**src/rtl/branch_sequencer.sv**
```systemverilog
// Fetch-address sequencer: increments pc, evaluates conditional jumps and
// redirects fetch with a one-cycle flush pulse when a branch is taken.
module branch_sequencer #(
   parameter logic [15:0] RESET_PC = 16'h0000,
   parameter int          CNT_W    = 8
) (
   input  logic             clk,
   input  logic             rst,
   input  logic             fetch_ready,
   input  logic             br_valid,
   input  logic [1:0]       br_op,
   input  logic [15:0]      br_pc,
   input  logic [15:0]      cmp_a,
   input  logic [15:0]      cmp_b,
   input  logic [15:0]      br_offset,
   output logic [15:0]      pc,
   output logic             pc_valid,
   output logic             br_ready,
   output logic             flush,
   output logic [CNT_W-1:0] taken_cnt
);

   typedef enum logic [1:0] {
      RUN   = 2'd0,
      EVAL  = 2'd1,
      REDIR = 2'd2
   } state_t;

   state_t           state_r;
   logic [15:0]      pc_r;
   logic             pc_valid_r;
   logic             br_ready_r;
   logic             flush_r;
   logic [CNT_W-1:0] cnt_r;
   logic [1:0]       op_r;
   logic [15:0]      bpc_r;
   logic [15:0]      a_r;
   logic [15:0]      b_r;
   logic [15:0]      off_r;
   logic             taken_s;
   logic [15:0]      target_s;
   logic             accept_s;

   assign accept_s = br_ready_r & br_valid & (br_op != 2'b00);
   assign target_s = bpc_r + 16'd1 + off_r;

   // Branch decision from the operands captured at acceptance.
   always_comb begin
      taken_s = 1'b0;
      case (op_r)
         2'b01:   taken_s = 1'b1;
         2'b10:   taken_s = (a_r < b_r);
         2'b11:   taken_s = ($signed(a_r) < $signed(b_r));
         default: taken_s = 1'b0;
      endcase
   end

   // Sequencer FSM; pc_valid/br_ready are registered and lag reset release by one cycle.
   always_ff @(posedge clk) begin
      if (rst) begin
         state_r    <= RUN;
         pc_r       <= RESET_PC;
         pc_valid_r <= 1'b0;
         br_ready_r <= 1'b0;
         flush_r    <= 1'b0;
         cnt_r      <= {CNT_W{1'b0}};
         op_r       <= 2'b00;
         bpc_r      <= 16'h0000;
         a_r        <= 16'h0000;
         b_r        <= 16'h0000;
         off_r      <= 16'h0000;
      end else begin
         flush_r <= 1'b0;
         case (state_r)
            RUN: begin
               if (accept_s) begin
                  op_r       <= br_op;
                  bpc_r      <= br_pc;
                  a_r        <= cmp_a;
                  b_r        <= cmp_b;
                  off_r      <= br_offset;
                  state_r    <= EVAL;
                  pc_valid_r <= 1'b0;
                  br_ready_r <= 1'b0;
               end else begin
                  pc_valid_r <= 1'b1;
                  br_ready_r <= 1'b1;
                  // pc only advances once fetch has actually seen a valid address
                  if (pc_valid_r && fetch_ready) begin
                     pc_r <= pc_r + 16'd1;
                  end else begin
                     pc_r <= pc_r;
                  end
               end
            end
            EVAL: begin
               if (taken_s) begin
                  state_r <= REDIR;
                  flush_r <= 1'b1;
               end else begin
                  state_r    <= RUN;
                  pc_valid_r <= 1'b1;
                  br_ready_r <= 1'b1;
               end
            end
            REDIR: begin
               // target load and count happen on leaving REDIR so a reset here abandons both
               pc_r       <= target_s;
               state_r    <= RUN;
               pc_valid_r <= 1'b1;
               br_ready_r <= 1'b1;
               if (cnt_r != {CNT_W{1'b1}}) begin
                  cnt_r <= cnt_r + {{(CNT_W-1){1'b0}}, 1'b1};
               end else begin
                  cnt_r <= cnt_r;
               end
            end
            default: begin
               state_r    <= RUN;
               pc_valid_r <= 1'b0;
               br_ready_r <= 1'b0;
            end
         endcase
      end
   end

   assign pc        = pc_r;
   assign pc_valid  = pc_valid_r;
   assign br_ready  = br_ready_r;
   assign flush     = flush_r;
   assign taken_cnt = cnt_r;

endmodule

```
**config.mk**
```make
export PLATFORM = sky130hd
export DESIGN_NAME = branch_sequencer
export DESIGN_NICKNAME = d
export VERILOG_FILES = /design/src/rtl/branch_sequencer.sv
export SDC_FILE = /design/constraint.sdc
export NUM_CORES = 1
export LEC_CHECK = 0
export ABC_AREA = 1
export CORE_MARGIN = 2
export CORE_UTILIZATION = 52
export DETAILED_ROUTE_END_ITERATION = 8
export GPL_TIMING_DRIVEN = 0
export PLACE_DENSITY = 0.8
export SLEW_MARGIN = 25
export SYNTH_ARGS = -nofsm -noshare
export SYNTH_HDL_FRONTEND = slang
export SYNTH_SLANG_ARGS = --single-unit
```
**constraint.sdc**
```tcl
create_clock -name clk -period 2 [get_ports clk]
set_input_delay 0.5 -clock clk [delete_from_list [all_inputs] [get_ports clk]]
set_output_delay 0.5 -clock clk [all_outputs]
set_load 0.01 [all_outputs]
```
==> flow_summary.toml, run 1 <==
# yosys + openroad results
[status]
status = "complete, no violations"

[floorplan]
chipArea_sq_mm = 0.0105
core_sq_mm = 0.00933
pin_count = 97

[critical_path]
cp_max_fo = 5
required_ns = 1.50
cp_top_family = "buffers and inverters"
crit_chain = "buf_4, clkdlybuf4s50_1"
r2r_slack_ns = 0.10
cp-end-kind = "output pin"
crit_cells = 2
start_kind = "flop"

[yosys]
ys_sh_adder = 0.0933
synthXorXnorAreaFrac = 0.0191
postSynthAreaPerCell_sq_um = 7.08
ys.flop_type = "dfxtp_1"
top_cell = "nor2_1"
compound_area_frac = 0.193

[pwr]
peakVddDrop_v = 0.000442
powerDensity_mw_per_mm2 = 1030

[sta]
slew_violations = 0
worst_pin_slew_ns = 0.523
period_minus_slack_ns = 1.91
max_freq_mhz = 522
rsz0062_at_grt = "false"
relSlewSlack = 0.651

[global_routing]
grt_remaining_overflow = 0

[final_layout]
area_growth_pct = 28.3
largest_class = "multi-input combinational cells"
comb-cell-share = 0.432
layout.area.comb_sq_mm = 0.00280
final_cell_mix = "122 x nor2_1, 96 x clkdlybuf4s50_1, 92 x dfxtp_1"

[cts]
clkTransAtPathRegs_ns = 0.10
clk_path_buf_depth = 2
htreeDepth = 3
clockRootBuffer = "clkbuf_8"
cts_tree = "yes"
worstSkewPairLatency_ns = 0.37

[detailed_routing]
route.met2.wl_um = 6410
met3_length_um = 735
drtAntennaViolNets = 0

[worst_hold_path]
holdPathStages = 2
hold_end = "a_r[0]$_SDFFE_PP0P_"
hold_path.startpoint = "a_r[0]$_SDFFE_PP0P_"
run 1: power breakdown:
part	leakage [nW]	total, mW	switching, mW	internal, mW
clock	0.113	1.43	0.691	0.737
combinational	2.01	2.63	1.54	1.09
sequential	0.768	2.58	0.308	2.27
total	2.89	6.64	2.54	4.10
run 1: metrics by stage:
| stage | setup slack, ns | instance area, sq um | instances | total power [mW] | TNS [ns] |
|---|---|---|---|---|---|
| 2_1_floorplan | 0.228 | 5040 | 712 | 4.19 | 0 |
| 3_3_place_gp | -0.465 | 6160 | 937 | 5.04 | -15.77 |
| 3_5_place_dp | -0.516 | 6160 | 937 | 5.13 | -17.60 |
| 5_1_grt | 0.000424 | 6470 | 953 | 7.08 | 0 |
| 6_report | 0.0853 | 6470 | 953 | 6.64 | 0 |
| 4_1_cts | 0.0233 | 6390 | 952 | 6.56 | 0 |
Run 1, metal 1:
Scale: 4 px per um. Supply wires on this layer in gray.
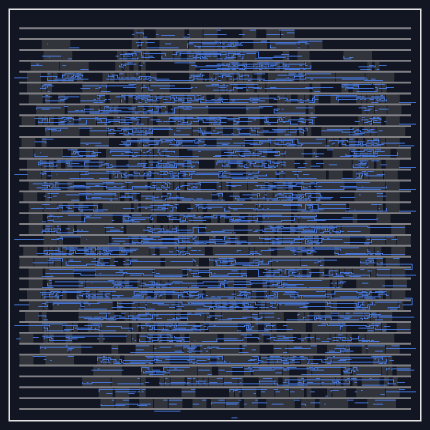
- main direction: horizontal
- longest straight run: 29.4 um
- share of all routed wire: 44%
- wire length on this layer: 5930 um
- nets with wire on the layer: 860
DRT Wirelength: 13400 um
grt met1 use: 0.333
detailed-route via count: 5034

Run 1, the metal 2 layer:
Scale: 4 px per um.
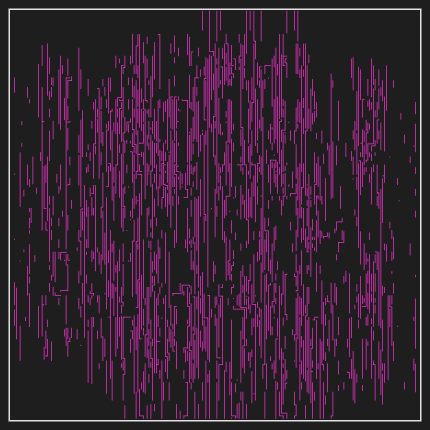
- longest straight run: 57.1 um
- nets with wire on the layer: 760
- wire length on this layer: 6410 um
met2 Usage GRT: 0.463

Run 1, M3 wires:
Scale: 6 px per um.
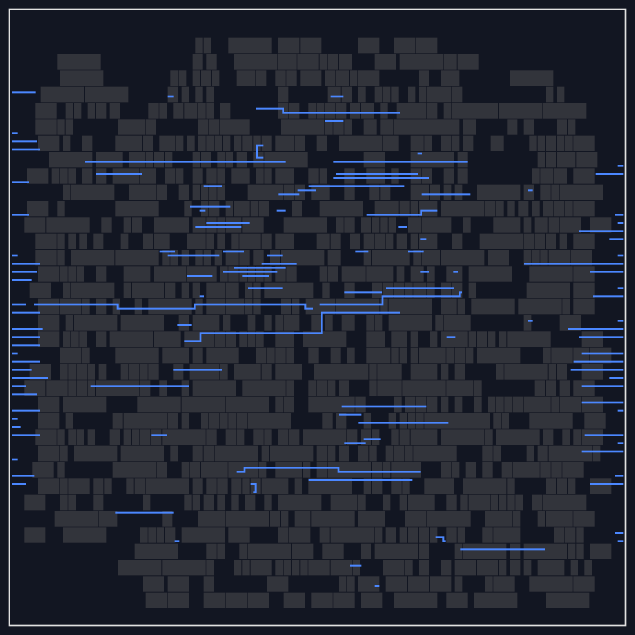
- main direction: horizontal
- share of all routed wire: 5.5%
GR Util met3: 0.0499

Run 1, signal wires on met4:
Scale: 4 px per um. Supply wires on this layer in gray.
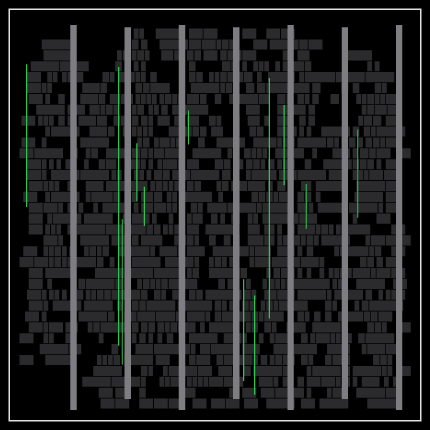
- main direction: vertical
- nets with wire on the layer: 11
- longest straight run: 69.4 um
- share of all routed wire: 2.5%
- wire length on this layer: 335 um

==> inputs of run 2 (changes only) <==
CORE_MARGIN = default   (was 2)
RECOVER_POWER = 50   (was default)
Run 2, M3 wires:
Scale: 6 px per um.
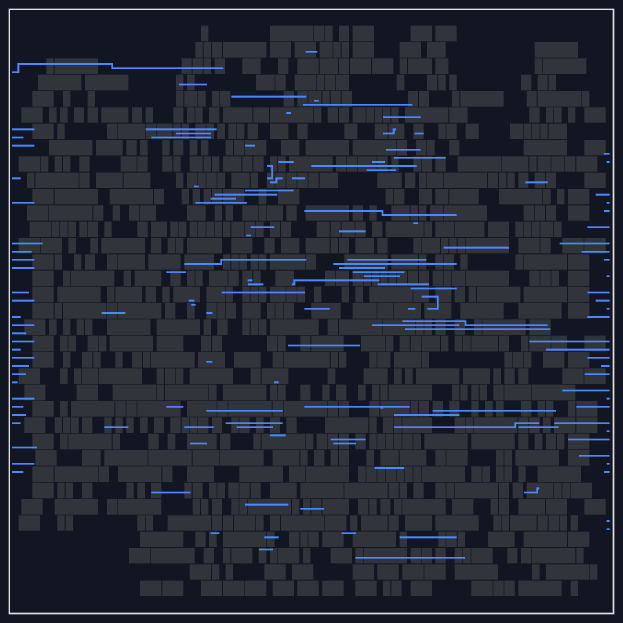
- wire length on this layer: 812 um
- nets with wire on the layer: 114
- longest straight run: 23.9 um
- share of all routed wire: 5.9%
DRT Wirelength: 13800 um
detailed-route via count: 5107

Run 2, metal 1:
Scale: 4 px per um. Supply wires on this layer in gray.
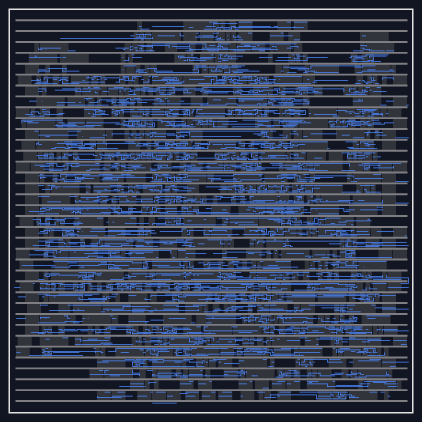
- nets with wire on the layer: 869
- longest straight run: 27.6 um
grt met1 use: 0.353

Run 2, the metal 2 layer:
Scale: 4 px per um.
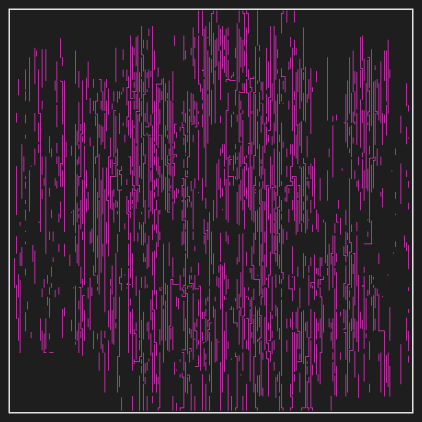
- wire length on this layer: 6500 um
- share of all routed wire: 47%
- longest straight run: 40.1 um
- nets with wire on the layer: 751
- main direction: vertical
met2 Usage GRT: 0.479

==> flow_summary.toml, run 2 <==
# yosys + openroad results
[status]
status = "complete, no violations"

[pwr]
p_clk_frac = 0.184
peakVddDrop_v = 0.000476
p_comb_mw = 2.67
seq_power_share = 0.401
p_total_mw = 6.43
pg_clk_mw = 1.18
switching_share = 0.404
p_sw_mw = 2.60
p_seq_mw = 2.58

[sta]
finalSetupTns_ns = 0
setup_ws_ns = 0.00350
relSlewSlack = 0.606
period_minus_slack_ns = 2.00
rsz0062_at_grt = "true"
slew_violations = 0
max_freq_mhz = 501

[yosys]
ys.flop_type = "dfxtp_1"
postSynthAreaPerCell_sq_um = 7.08

[critical_path]
cp_top_family = "adder cells"
cp-end-kind = "flop"
crit_cells = 13
cp_max_fo = 3
r2r_slack_ns = 0.003

[worst_hold_path]
hold_end = "off_r[0]$_SDFFE_PP0P_"
holdPathStages = 2

[placed_design]
place_area_sq_mm = 0.00616
pre_cts_ws_ns = -0.522

[floorplan]
chipArea_sq_mm = 0.0101
core_sq_mm = 0.00933
pin_count = 97

[global_routing]
grt_remaining_overflow = 0

[cts]
clockRootBuffer = "clkbuf_8"
cts_tree = "yes"
clk_path_buf_depth = 2

[final_layout]
layout.area.comb_sq_mm = 0.00280
final_cell_mix = "121 x nor2_1, 96 x clkdlybuf4s50_1, 93 x dfxtp_1"
final_cells = 955
largest_class = "multi-input combinational cells"
comb-cell-share = 0.435
area_growth_pct = 27.7

[detailed_routing]
route.met2.wl_um = 6500
drtAntennaViolNets = 0
## run 2: cell count changes in the layout (fill, tap and decap cells not counted), sizes merged
cell,before,now
inv,79,80
bufinv,2,0
clkbuf,25,27
clkinvlp,0,1
## run 2: cells by family (layout without fill, tap and decap cells)
logic type,count (synthesis),after routing,share of synthesized area
AND-OR/OR-AND,185,185,0.193
flip-flops,94,94,0.373
XOR/XNOR,11,11,0.0191
AND/OR/NAND/NOR,278,278,0.236
buffers and inverters,107,221,0.0861
adder cells (fa/ha/maj),37,37,0.0933
## run 2: worst min-delay path: cells and delay by family (launching register included)
kind | cells | cell delay (ns)
flip-flops | 1 | 0.33
buffers and inverters | 1 | 0.05
AND-OR/OR-AND | 1 | 0.05
==> inputs of run 3 (changes only) <==
CORE_ASPECT_RATIO = 1.5   (was default)
Run 3, metal 1:
Scale: 4 px per um. Supply wires on this layer in gray.
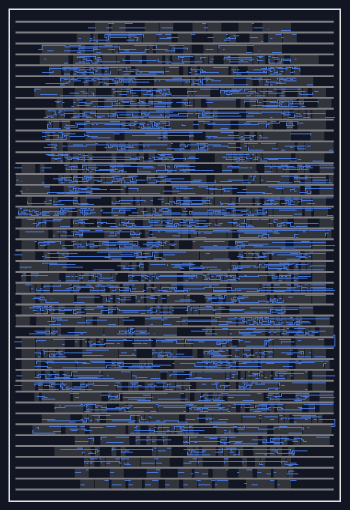
- share of all routed wire: 38%
- wire length on this layer: 5360 um
- nets with wire on the layer: 851
DRT Wirelength: 14100 um
detailed-route via count: 5142
grt met1 use: 0.300

Run 3, M3 wires:
Scale: 4 px per um.
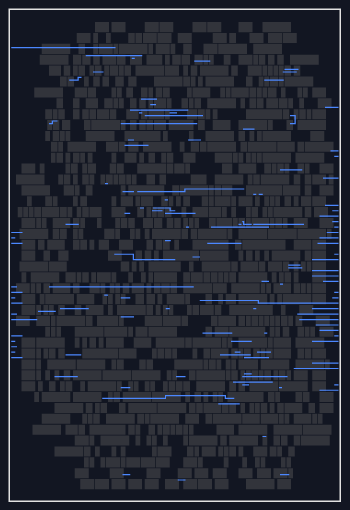
- wire length on this layer: 606 um
- main direction: horizontal
GR Util met3: 0.0424

Run 3, the metal 2 layer:
Scale: 4 px per um.
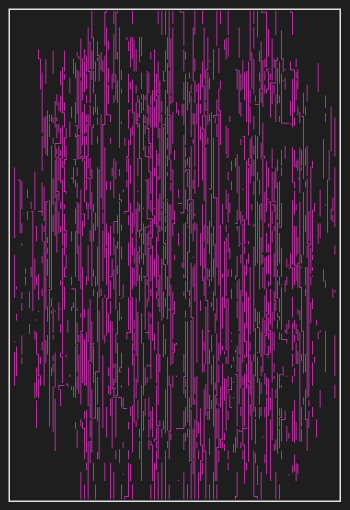
- main direction: vertical
- share of all routed wire: 53%
met2 Usage GRT: 0.546

==> flow_summary.toml, run 3 <==
# yosys + openroad results
[final_layout]
fin_area_sq_mm = 0.00656
final_cells = 937
comb-cell-share = 0.427
area_growth_pct = 30.1
final_cell_mix = "122 x nor2_1, 94 x dfxtp_1, 91 x o21ai_0"

[sta]
max_freq_mhz = 500
slew_violations = 0
rsz0062_at_grt = "true"
relSlewSlack = 0.656
worst_pin_slew_ns = 0.516
period_minus_slack_ns = 2.00

[critical_path]
crit_chain = "clkdlybuf4s50_1, nor2_1, nor2_1, inv_1, nor2_4, inv_2, clkbuf_1, o21ai_0, a21oi_1"
required_ns = 2.26
cp_top_family = "buffers and inverters"
r2r_slack_ns = 0.03
crit_cells = 9
cp-end-kind = "flop"
start_kind = "input port"

[pwr]
p_sw_mw = 2.60
top_power_group = "combinational cells"
combPwrFrac = 0.371
peakVddDrop_v = 0.000742
p_clk_frac = 0.265
switching_share = 0.369
p_seq_mw = 2.58
p_int_mw = 4.46
pg_clk_mw = 1.87

[detailed_routing]
route.met2.wl_um = 7530
drtAntennaViolNets = 0
met3_length_um = 606

[status]
status = "complete, no violations"

[yosys]
top_cell = "nor2_1"
ys_sh_adder = 0.0933
postSynthAreaPerCell_sq_um = 7.08
ys_sh_simple = 0.236
compound_area_frac = 0.193

[cts]
clkTransAtPathRegs_ns = 0.07
worstSkewPairLatency_ns = 0.34
htreeDepth = 3
clk_path_buf_depth = 2
clockRootBuffer = "clkbuf_16"
cts_tree = "yes"

[global_routing]
grt_remaining_overflow = 0

[placed_design]
placedCellCount = 920
place_area_sq_mm = 0.00614

[worst_hold_path]
hold_end = "taken_cnt[4]$_SDFFE_PP0P_"
holdPathStages = 2
hold_path.startpoint = "taken_cnt[4]$_SDFFE_PP0P_"

[floorplan]
core_sq_mm = 0.00931
pin_count = 97
-- run 3: metrics by stage --
| stage | power (mW) | setup slack, ns | hold WS, ns | utilization | setup TNS, ns |
|---|---|---|---|---|---|
| global placement | 5.05 | -0.475 | 0.442 | 0.660 | -17.13 |
| detailed placement | 5.14 | -0.554 | 0.445 | 0.660 | -19.64 |
| finish | 7.07 | 0.00198 | 0.454 | 0.705 | 0 |
| floorplan | 4.19 | 0.228 | 0.429 | - | 0 |
| global route | 7.51 | -0.0482 | 0.482 | 0.705 | -0.130 |
| CTS | 7.03 | 0.0160 | 0.453 | 0.696 | 0 |
-- run 3: what timing repair did --
item | in CTS | in global routing
gates resized | 5 | 29
setup buffers | 0 | 1
pin swaps | 1 | 9
setup endpoints to repair | 23 | 13
Power is estimated from default activity; no workload was simulated.
